--- src/rtl/uart_tx_ctrl.sv ---
// UART transmit controller: builds the 10-bit start/data/stop frame and paces
// the downstream shift register's load and shift strobes at BAUD_DIV cycles per bit.
module uart_tx_ctrl #(
  parameter int BAUD_DIV = 10416
) (
  input  logic       clk,
  input  logic       rst,
  input  logic [7:0] tx_data,
  input  logic       tx_start,
  output logic [9:0] tx_frame,
  output logic       tx_load,
  output logic       tx_shift,
  output logic       tx_busy,
  output logic       tx_done,
  output logic [1:0] dbg_state
);

  localparam int BW = $clog2(BAUD_DIV);
  localparam logic [BW-1:0] BAUD_LAST = BW'(BAUD_DIV - 1);

  localparam logic [1:0] S_IDLE = 2'd0;
  localparam logic [1:0] S_LOAD = 2'd1;
  localparam logic [1:0] S_SEND = 2'd2;

  logic [1:0]    state_q, state_d;
  logic [BW-1:0] baud_q, baud_d;
  logic [3:0]    bit_q, bit_d;
  logic [9:0]    frame_q, frame_d;
  logic          baud_wrap;

  // A bit period ends on the last baud count while sending.
  assign baud_wrap = (state_q == S_SEND) && (baud_q == BAUD_LAST);

  always_comb begin
    state_d = state_q;
    baud_d  = baud_q;
    bit_d   = bit_q;
    frame_d = frame_q;
    case (state_q)
      S_IDLE: begin
        if (tx_start) begin
          frame_d = {1'b1, tx_data, 1'b0};
          state_d = S_LOAD;
        end
      end
      S_LOAD: begin
        baud_d  = '0;
        bit_d   = 4'd0;
        state_d = S_SEND;
      end
      S_SEND: begin
        if (baud_wrap) begin
          baud_d = '0;
          bit_d  = bit_q + 4'd1;
          if (bit_q == 4'd9) state_d = S_IDLE;
        end else begin
          baud_d = baud_q + 1'b1;
        end
      end
      default: state_d = S_IDLE;
    endcase
  end

  always_ff @(posedge clk) begin
    if (!rst) begin
      state_q <= S_IDLE;
      baud_q  <= '0;
      bit_q   <= 4'd0;
      frame_q <= 10'h3FF;
    end else begin
      state_q <= state_d;
      baud_q  <= baud_d;
      bit_q   <= bit_d;
      frame_q <= frame_d;
    end
  end

  // The tenth shift moves the stop bit out and ends the frame.
  assign tx_frame  = frame_q;
  assign tx_load   = (state_q == S_LOAD);
  assign tx_shift  = (state_q == S_LOAD) || baud_wrap;
  assign tx_busy   = (state_q != S_IDLE);
  assign tx_done   = baud_wrap && (bit_q == 4'd9);
  assign dbg_state = state_q;

endmodule

--- config.mk ---
export PLATFORM = sky130hd
export DESIGN_NAME = uart_tx_ctrl
export DESIGN_NICKNAME = d
export VERILOG_FILES = /design/src/rtl/uart_tx_ctrl.sv
export SDC_FILE = /design/constraint.sdc
export NUM_CORES = 1
export LEC_CHECK = 0
export CAP_MARGIN = 30
export CELL_PAD_IN_SITES_DETAIL_PLACEMENT = 0
export CELL_PAD_IN_SITES_GLOBAL_PLACEMENT = 1
export CORE_ASPECT_RATIO = 1.4
export CORE_UTILIZATION = 41
export CTS_CLUSTER_SIZE = 24
export DETAILED_ROUTE_END_ITERATION = 12
export GPL_TIMING_DRIVEN = 0
export PLACE_DENSITY_LB_ADDON = 0.3
export SKIP_CTS_REPAIR_TIMING = 1
export SYNTH_ARGS = -nofsm -noshare
export SYNTH_HDL_FRONTEND = slang
export SYNTH_SLANG_ARGS = --single-unit
--- constraint.sdc ---
create_clock -name clk -period 3.8 [get_ports clk]
set_input_delay 0.38 -clock clk [delete_from_list [all_inputs] [get_ports clk]]
set_output_delay 0.38 -clock clk [all_outputs]
set_load 0.01 [all_outputs]
run_1/pdn.png
Scale bar: 20 um. Pins as bars on the die edge.
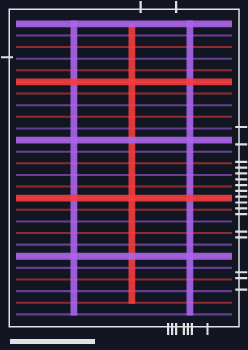
- VSS: purple
- VDD: red
- met4 straps: 3
- rows: 25
- signal pins: 27
- met5 straps: 5
- met1 rails: 26

run_1/cell_classes.png
Fill, decap, tap and diode cells in gray.
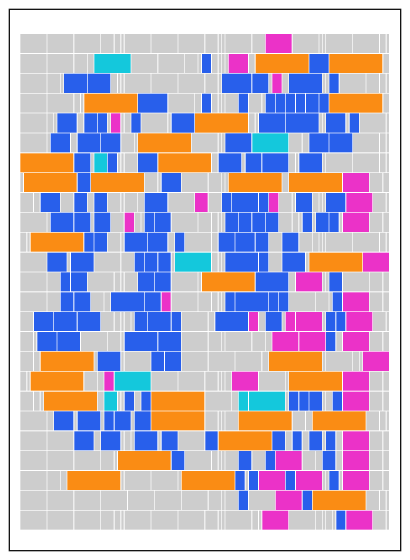
- clock drivers and dummy loads: cyan (cells 8; share of their area 4.5%)
- all other logic: blue (cells 143; share of their area 48%)
- other buffers and delay cells: magenta (cells 35; share of their area 16%)
- flip-flops: orange (cells 29; share of their area 31%)

==> flow_metrics.tcl, run 1 <==
# yosys + openroad results
set metrics [dict create \
    top_cell "nand2_1" \
    synth.top_cell.area_share 0.383 \
    cp-start-kind "flip-flop" \
    routedLengthMet1_mm 1.48 \
    ys_ff 29 \
    synth.area.top_cells "dfxtp_1 38%, nand2_1 7.7%, ha_1 6.6%, a211oi_1 5.9%, xnor2_1 5.2%" \
    cts_buffers 5 \
    cp-end-kind "output port" \
    cp.required_ns 3.42 \
    xor_share 0.0693 \
    place_congestion 0.831 \
    placedCellCount 247 \
    core_area_um2 3440 \
    grt_util_met2 0.360 \
    path_class "reg2out" \
    io_buffers 25 \
    cp.arrival_ns 2.65 \
    dieHeight_um 74.0 \
    tap-cell-count 40 \
    hp-start "tx_frame[0]" \
    p_per_area_nw_per_um2 510 \
    gr-total-overflow 0 \
    clk_latency_ns 0.28 \
    dp_hpwl_mm 2.61 \
    max_freq_mhz 330 \
    fp_util 0.441 \
    flop_area_um2 581 \
    timing.rr.end "bit_q[3]" \
    log.warning_count 31 \
    via_per_inst 5.47 \
    mostFrequentLayoutCell "nand2_1" \
    seq_power_mw 0.359 \
    edf_count 0 \
    die_x_um 53.4 \
    cts_tree "built" \
    clock_area_frac 0.0435 \
    pre_cts_ws_ns 1.09 \
    first_pass_iters 4 \
    rows 25 \
    critPathLaunch "dbg_state[0]" \
    ys_cells 182 \
    synthDistinctLibCells 35 \
    hold_ws_ns 0.451 \
    final_layout_size_suffix_gt1_frac 0.0558 \
    num-nets-final 233 \
    drtIter0Drc 35 \
    clock_sinks 29 \
    period_minus_slack_ns 3.03 \
    ff_count 29 \
    top_area_cell "dfxtp_1" \
    finalHoldViolCount 0 \
    diodes 0 \
    whs_path_depth 2 \
    mux_share 0.0272 \
    ioPinCount 27 \
    clk_pin_slew_ns 0.07 \
    drc 0 \
    grt_pass1_vias 1335 \
    total_power_mw 0.968 \
    status "completed" \
    r2r_start "dbg_state[0]" \
    largest_class "combinational gates" \
    chip_area_um2 3950 \
    clk-power_mw 0.246 \
    cp-endpoint "tx_shift" \
    ff_type "dfxtp_1" \
    ant_nets 0 \
    htree_levels 2 \
    grtUsageMet1 0.204 \
    synth_warnings 0 \
    cts_root_buffer "clkbuf_8" \
    rr_worst_depth 8 \
    crit_slowest_cell "clkdlybuf4s50_1" \
    wl_met3_um 188 \
    switchingPower_mw 0.338 \
    pwr-share-seq 0.371 \
    fin_util 0.552 \
    track_usage 0.202 \
    async_flop_share 0 \
    pwr-share-comb 0.375 \
    avgSynthCellArea_um2 8.33 \
    grt_max_degree 11 \
    p_clk_frac 0.254 \
    ir_drop_mv 0.427 \
    synthTopLogicFamily "simple AND/OR/NAND/NOR gates" \
    hold_end "tx_frame[0]" \
    hold_class "reg2reg" \
    fp_nets 201 \
    antenna_found_initial 0 \
    crit_cells 8 \
    critPathTopFamily "buffers and inverters" \
    rrSetupSlack_ns 1.49 \
    sh_comb_area 0.453 \
    area_growth_pct 25.2 \
    top_layer "met4" \
    max_cap_violations 0 \
    wl_per_cell_um 13.8 \
    finalCritPeriodShare 0.797 \
    layout_top_cells "31 x nand2_1, 29 x dfxtp_1, 25 x clkdlybuf4s50_1, 15 x nand3_1, 12 x a211oi_1" \
    finalNonFillerCells 255 \
    multi_input_comb_cells 134 \
    common_cells "31 x nand2_1, 29 x dfxtp_1, 15 x nand3_1" \
    worst_pin_slew_ns 0.503 \
    setup_viol 0 \
    inverters 9 \
    swShare 0.349 \
    clock_buffers 6 \
    grtUsageMet3 0.0532 \
    finalMaxSlewViolations 0 \
    syn-cell-area_um2 1520 \
    busiest_layer "met2" \
    synthCells 182 \
    grt_pass1_wl_mm 5.74 \
    ys_seq_frac 0.383 \
    slowest_delay_ns 0.52 \
]
run_1/clock_map.png
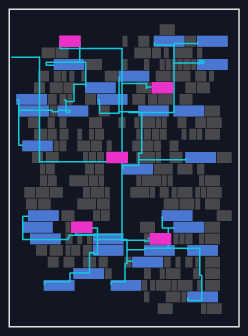
- cells driving clock nets: magenta (count 5)
- flip-flops: blue (count 29)
- clock wires: cyan (length 427 um)
- flops lie: widely spread

run_1/metal_stack.png
Scale bar: 20 um. Only two layers are drawn.
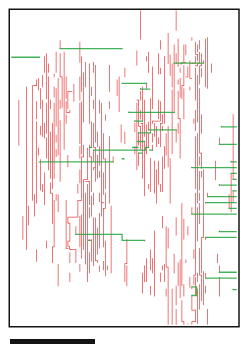

==> run 1 -> run 2 <==
- CORE_UTILIZATION: 41 -> 38
- clock period: 3.8 -> 3 ns (I/O delays scaled with it)
run_2/metal_stack.png
Scale bar: 20 um. Only two layers are drawn.
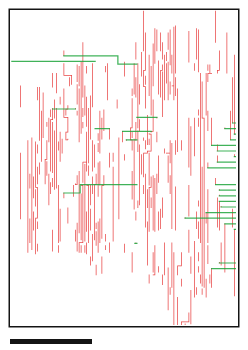
- met2: red (wire length 1830 um)
- met3: green (wire length 161 um)
via count: 1366
drt wl/cell: 13.3 um
Tot GR Track Use: 0.180
drt total wl: 3.41 mm

==> flow_metrics.tcl, run 2 <==
# yosys + openroad results
set metrics [dict create \
    log.warning_count 31 \
    edf_count 0 \
    grt_util_met2 0.345 \
    xor_share 0.0693 \
    ff_count 29 \
    crit_chain "ha_1 -> nand4b_1 -> or4_1 -> clkbuf_2 -> or2b_1 -> clkdlybuf4s50_1" \
    finalMaxSlewViolations 0 \
    wl_met3_um 160 \
    mux_share 0.0272 \
    hold_class "reg2reg" \
    layout_top_cells "31 x nand2_1, 29 x dfxtp_1, 25 x clkdlybuf4s50_1, 15 x nand3_1, 12 x a211oi_1" \
    synth_warnings 0 \
    ant_nets 0 \
    fp_util 0.405 \
    cp-endpoint "tx_shift" \
    critPathLaunch "baud_q[0]" \
    clk_pin_slew_ns 0.06 \
    avgSynthCellArea_um2 8.33 \
    core_area_um2 3740 \
    path_class "reg2out" \
    place_congestion 0.822 \
    syn-cell-area_um2 1520 \
    common_cells "31 x nand2_1, 29 x dfxtp_1, 15 x nand3_1" \
    htree_levels 2 \
    finalCritPeriodShare 0.920 \
    period_minus_slack_ns 2.76 \
    slowest_delay_ns 0.52 \
    cts_root_buffer "clkbuf_8" \
    ys_seq_frac 0.383 \
    crit_slowest_cell "clkdlybuf4s50_1" \
    switchingPower_mw 0.422 \
    grt_pass1_wl_mm 6.18 \
    first_pass_iters 5 \
    finalHoldViolCount 0 \
    pwr-share-comb 0.360 \
    gr-total-overflow 0 \
    swShare 0.333 \
    logic_area_um2 862 \
    p_per_area_nw_per_um2 661 \
    cp-start-kind "flip-flop" \
    clock_sinks 29 \
    cts_tree "built" \
    clock_buffers 7 \
    antenna_found_initial 0 \
    final_layout_size_suffix_gt1_frac 0.0654 \
    r2r_start "baud_q[0]" \
    crit_cells 6 \
    rrSetupSlack_ns 0.82 \
    pwr-share-seq 0.359 \
    placedCellCount 249 \
    cp.required_ns 2.70 \
    routedLengthMet1_mm 1.36 \
    synth.area.top_cells "dfxtp_1 38%, nand2_1 7.7%, ha_1 6.6%, a211oi_1 5.9%, xnor2_1 5.2%" \
    hp-start "tx_frame[0]" \
    die_x_um 55.4 \
    largest_class "combinational gates" \
    busiest_layer "met2" \
    max_cap_violations 0 \
    cp-end-kind "output port" \
    mostFrequentLayoutCell "nand2_1" \
    drc 0 \
    max_freq_mhz 362 \
    cp.arrival_ns 2.46 \
    ir_drop_mv 0.386 \
    multi_input_comb_cells 134 \
    status "completed" \
    hold_end "tx_frame[0]" \
    fp_nets 201 \
    async_flop_share 0 \
    grtUsageMet3 0.0506 \
    dp_hpwl_mm 2.61 \
    sh_comb_area 0.449 \
    tap-cell-count 42 \
    rr_worst_depth 6 \
    ys_cells 182 \
    synth.top_cell.area_share 0.383 \
    ys_ff 29 \
    cts_buffers 5 \
    whs_path_depth 2 \
    synthCells 182 \
    drtIter0Drc 28 \
    total_power_mw 1.27 \
    setup_viol 0 \
    diodes 0 \
    grt_pass1_vias 1412 \
    top_area_cell "dfxtp_1" \
    synthDistinctLibCells 35 \
    inverters 9 \
    fin_util 0.513 \
    flop_area_um2 581 \
    grtUsageMet1 0.176 \
    critPathTopFamily "simple AND/OR/NAND/NOR gates" \
    p_clk_frac 0.280 \
    rows 26 \
    timing.rr.end "baud_q[7]" \
    clock_area_frac 0.0528 \
    intPower_mw 0.846 \
    dieHeight_um 76.7 \
    grt_max_degree 11 \
    hold_ws_ns 0.458 \
    num-nets-final 232 \
    chip_area_um2 4250 \
    top_cell "nand2_1" \
    synthTopLogicFamily "simple AND/OR/NAND/NOR gates" \
    seq_power_mw 0.455 \
]
Power and IR drop assume default switching activity.
